<file path="src/rtl/decoder3_8_pulse.sv">
// decoder3_8_pulse: queued 3-to-8 decoder emitting timed one-hot pulses separated by gaps
module decoder3_8_pulse #(
  parameter int PULSE_LEN = 4,
  parameter int GAP_LEN   = 1
) (
  input  logic       clk,
  input  logic       rst,
  input  logic       in_valid,
  output logic       in_ready,
  input  logic [2:0] in_code,
  output logic [7:0] out,
  output logic       done,
  output logic       busy
);
  localparam logic [1:0] IDLE  = 2'd0;
  localparam logic [1:0] PULSE = 2'd1;
  localparam logic [1:0] GAP   = 2'd2;
  localparam logic [7:0] PL1   = 8'(PULSE_LEN - 1);
  localparam logic [7:0] GL1   = 8'(GAP_LEN > 0 ? GAP_LEN - 1 : 0);
  logic [1:0] state_q, state_d, occ_q, occ_d;
  logic [7:0] cnt_q, cnt_d, out_q, out_d;
  logic [2:0] f0_q, f0_d, f1_q, f1_d;
  logic       push, pop, ld;
  assign in_ready = (occ_q != 2'd2) && !rst;
  assign push     = in_valid && in_ready;
  assign done     = (state_q == PULSE) && (cnt_q == 8'd0);
  assign busy     = (state_q != IDLE) || (occ_q != 2'd0);
  assign out      = out_q;
  // pulse/gap sequencing; ld pops the head code and starts its pulse
  always_comb begin
    state_d = state_q;
    cnt_d   = cnt_q;
    out_d   = out_q;
    ld      = 1'b0;
    case (state_q)
      IDLE: begin
        out_d = 8'd0;
        ld    = occ_q != 2'd0;
      end
      PULSE: begin
        if (cnt_q != 8'd0) cnt_d = cnt_q - 8'd1;
        else if (GAP_LEN > 0) begin
          out_d   = 8'd0;
          cnt_d   = GL1;
          state_d = GAP;
        end else if (occ_q != 2'd0) ld = 1'b1;
        else begin
          out_d   = 8'd0;
          state_d = IDLE;
        end
      end
      GAP: begin
        out_d = 8'd0;
        if (cnt_q != 8'd0) cnt_d = cnt_q - 8'd1;
        else if (occ_q != 2'd0) ld = 1'b1;
        else state_d = IDLE;
      end
      default: begin
        out_d   = 8'd0;
        state_d = IDLE;
      end
    endcase
    pop = ld;
    if (ld) begin
      out_d   = 8'b1 << f0_q;
      cnt_d   = PL1;
      state_d = PULSE;
    end
  end
  // two-entry shift FIFO: f0 is the head; pop shifts before push lands
  always_comb begin
    f0_d  = f0_q;
    f1_d  = f1_q;
    occ_d = occ_q;
    if (pop) begin
      f0_d  = f1_q;
      occ_d = occ_q - 2'd1;
    end
    if (push) begin
      if (occ_d == 2'd0) f0_d = in_code;
      else f1_d = in_code;
      occ_d = occ_d + 2'd1;
    end
  end
  // state registers, cleared asynchronously so reset drops out immediately
  always_ff @(posedge clk or posedge rst) begin
    if (rst) begin
      state_q <= IDLE;
      cnt_q   <= 8'd0;
      out_q   <= 8'd0;
      occ_q   <= 2'd0;
      f0_q    <= 3'd0;
      f1_q    <= 3'd0;
    end else begin
      state_q <= state_d;
      cnt_q   <= cnt_d;
      out_q   <= out_d;
      occ_q   <= occ_d;
      f0_q    <= f0_d;
      f1_q    <= f1_d;
    end
  end
endmodule

</file>
<file path="config.mk">
export PLATFORM = sky130hd
export DESIGN_NAME = decoder3_8_pulse
export DESIGN_NICKNAME = d
export VERILOG_FILES = /design/src/rtl/decoder3_8_pulse.sv
export SDC_FILE = /design/constraint.sdc
export NUM_CORES = 1
export LEC_CHECK = 0
export ABC_AREA = 1
export CAP_MARGIN = 30
export CORE_ASPECT_RATIO = 0.7
export CORE_MARGIN = 10
export CORE_UTILIZATION = 30
export DETAILED_ROUTE_END_ITERATION = 10
export PLACE_DENSITY_LB_ADDON = 0.1
export SYNTH_ARGS = -nofsm -noshare
export SYNTH_HDL_FRONTEND = slang
export SYNTH_SLANG_ARGS = --single-unit
</file>
<file path="constraint.sdc">
create_clock -name clk -period 5.7 [get_ports clk]
set_input_delay 1.14 -clock clk [delete_from_list [all_inputs] [get_ports clk]]
set_output_delay 1.14 -clock clk [all_outputs]
set_load 0.01 [all_outputs]
</file>
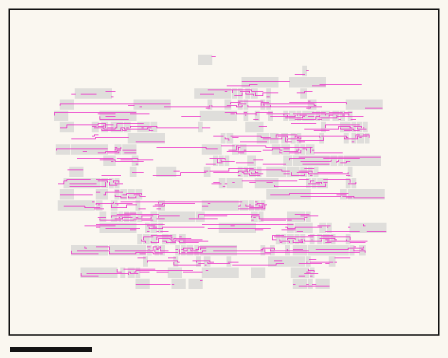
(metal 1)
The bar under the picture is 20 um long.
196 nets have wire on it. The layer carries 1770 um of wire. The layer holds 50% of the routed length.

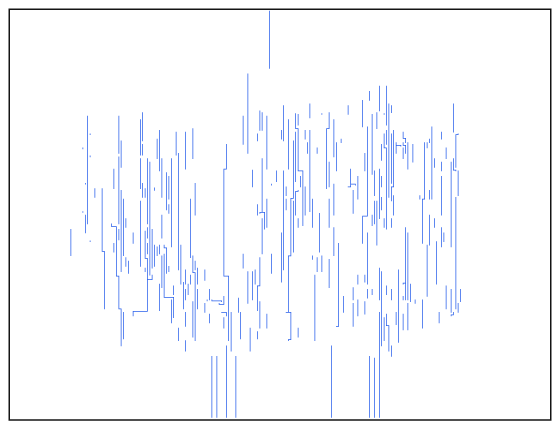
(the metal 2 layer)
165 nets have wire on it. The layer holds 44% of the routed length.

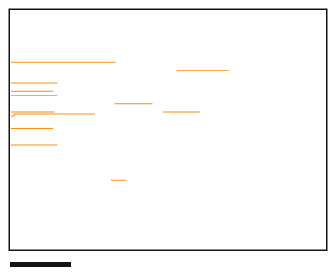
(met3 routing)
The bar under the picture is 20 um long.
The layer carries 194 um of wire. The layer holds 5.5% of the routed length.

==> worst reg2reg max path, cell delays in order, from the launching register on <==
cell	delay, ns
dfrtp_1	0.38
inv_1	0.10
ha_1	0.22
nor2_1	0.45
nand2_2	0.49
nand2_1	0.21
nand2_1	0.08
ha_1	0.19
inv_1	0.07
nand2_1	0.14
nor2_1	0.12
a21oi_1	0.05
==> worst min path at each step <==
stage             start        to  slack [ns]
6_report       cnt_q[0]  cnt_q[0]        0.51
5_1_grt        cnt_q[0]  cnt_q[0]        0.53
4_1_cts        cnt_q[0]  cnt_q[0]        0.52
3_5_place_dp   cnt_q[0]  cnt_q[0]        0.49
3_3_place_gp   cnt_q[0]  cnt_q[0]        0.49
2_1_floorplan  cnt_q[0]  cnt_q[0]        0.48
==> state kept, by name, summed over array words and instances, names as in the netlist <==
signal   count
occ_q        2
cnt_q        8
f0_q         3
out          8
state_q      2
f1_q         3
==> routing by layer <==
metal / global-route usage [%] / vias to the layer above / share of wire (%)
met5: 0 / - / 0
met4: 1.25 / 0 / 0.37
met3: 3.71 / 2 / 5.5
met2: 13.7 / 15 / 44
met1: 11.7 / 575 / 50
li1: - / 660 / -
==> report_power, final <==
group	internal (uW)	switching [uW]
Sequential	257	56.2
Combinational	187	325
Clock	94.1	63.8
==> layout make-up <==
type / instances / share of cell area (%)
Timing Repair Buffer: 17 / 10.4
Clock buffer: 3 / 2.30
Clock inverter: 1 / 1.67
Inverter: 24 / 5.01
Multi-Input combinational cell: 140 / 39.6
Tap cell: 69 / 4.81
Sequential cell: 26 / 36.2
==> logic make-up after synthesis <==
logic type	synth area share (%)
simple gates	34.3
compound gates	8.54
fa+ha+maj	3.38
xor+xnor	1.78
flops	44.0
buf+inv	7.95
==> summary.txt <==
yosys + openroad results -> status=finished clean, Final Slew Violations=0, Die Y=78.7 um, total clock sinks=26, GRT overflow=0, worst path bufs/invs=3, Synth cell types=22, Worst Setup Start Kind=flip-flop, Reg2Reg Setup Slack=3.09 ns, Synth area leader=dfrtp_1, number of port buffers=16, Hold/Removal Path Class=reg2reg, RD Place Congestion=0.752, most frequent logic cell in the layout=nand2_1, Routed WL=3.53 mm, Syn Inst Count=193, Num CTS Buffers=3, Slew headroom=62.1%, Max IR drop VDD=0.157 mV, worst-path cell chain=inv_1, ha_1, nand2_2, nor2_2, clkinv_1, nor2_1, clkdlybuf4s50_1, number of nets with antenna violations after routing=0, final setup TNS=0 ns, Post-synth seq share=44.0%, Post-Place Cells=276, WS Path Type=reg2out, layout cell share with drive strength beyond 1=8.06%, FP Util=30.9%, initial antenna violation count=0, clk slew on worst S/H paths=0.09 ns, Fin. Hold Viols=0, n_diodes=0, synth warn=0, Max Fclk=282 MHz, Worst Tran Pin Value=0.567 ns, synthesized area=0.00148 mm^2, CTS Buffer Depth=2, post-cts hold buffer count=0, PD cells=547 mW/mm^2, area delta synth->final=21.5%, syn nets=203, final net count=222, Avg Inst Size Synth=7.66 um^2, RSZ-0062 raised after global routing=false, # resized after CTS=0, fin area=0.00180 mm^2, Clock Latency Late Sink=0.28 ns, final core utilization=37.6%, Non-Filler Instances=280, reg2reg end=f1_q[0], fraction of the cycle the final worst path needs=62.3%, post-CTS setup buffer count=0, setup ws final=2.15 ns, mean number of vias per cell=4.47, DRT Pass-1 Iters=4, total power=983 uW, pin count of the biggest net entering global routing=30, top cells by count=nand2_1, nand3_1, dfrtp_1, ys async rst share=100%, first-pass GRT wire length=6.11 mm, crit path max-delay cell type=clkdlybuf4s50_1
Power is estimated from default activity; no workload was simulated.
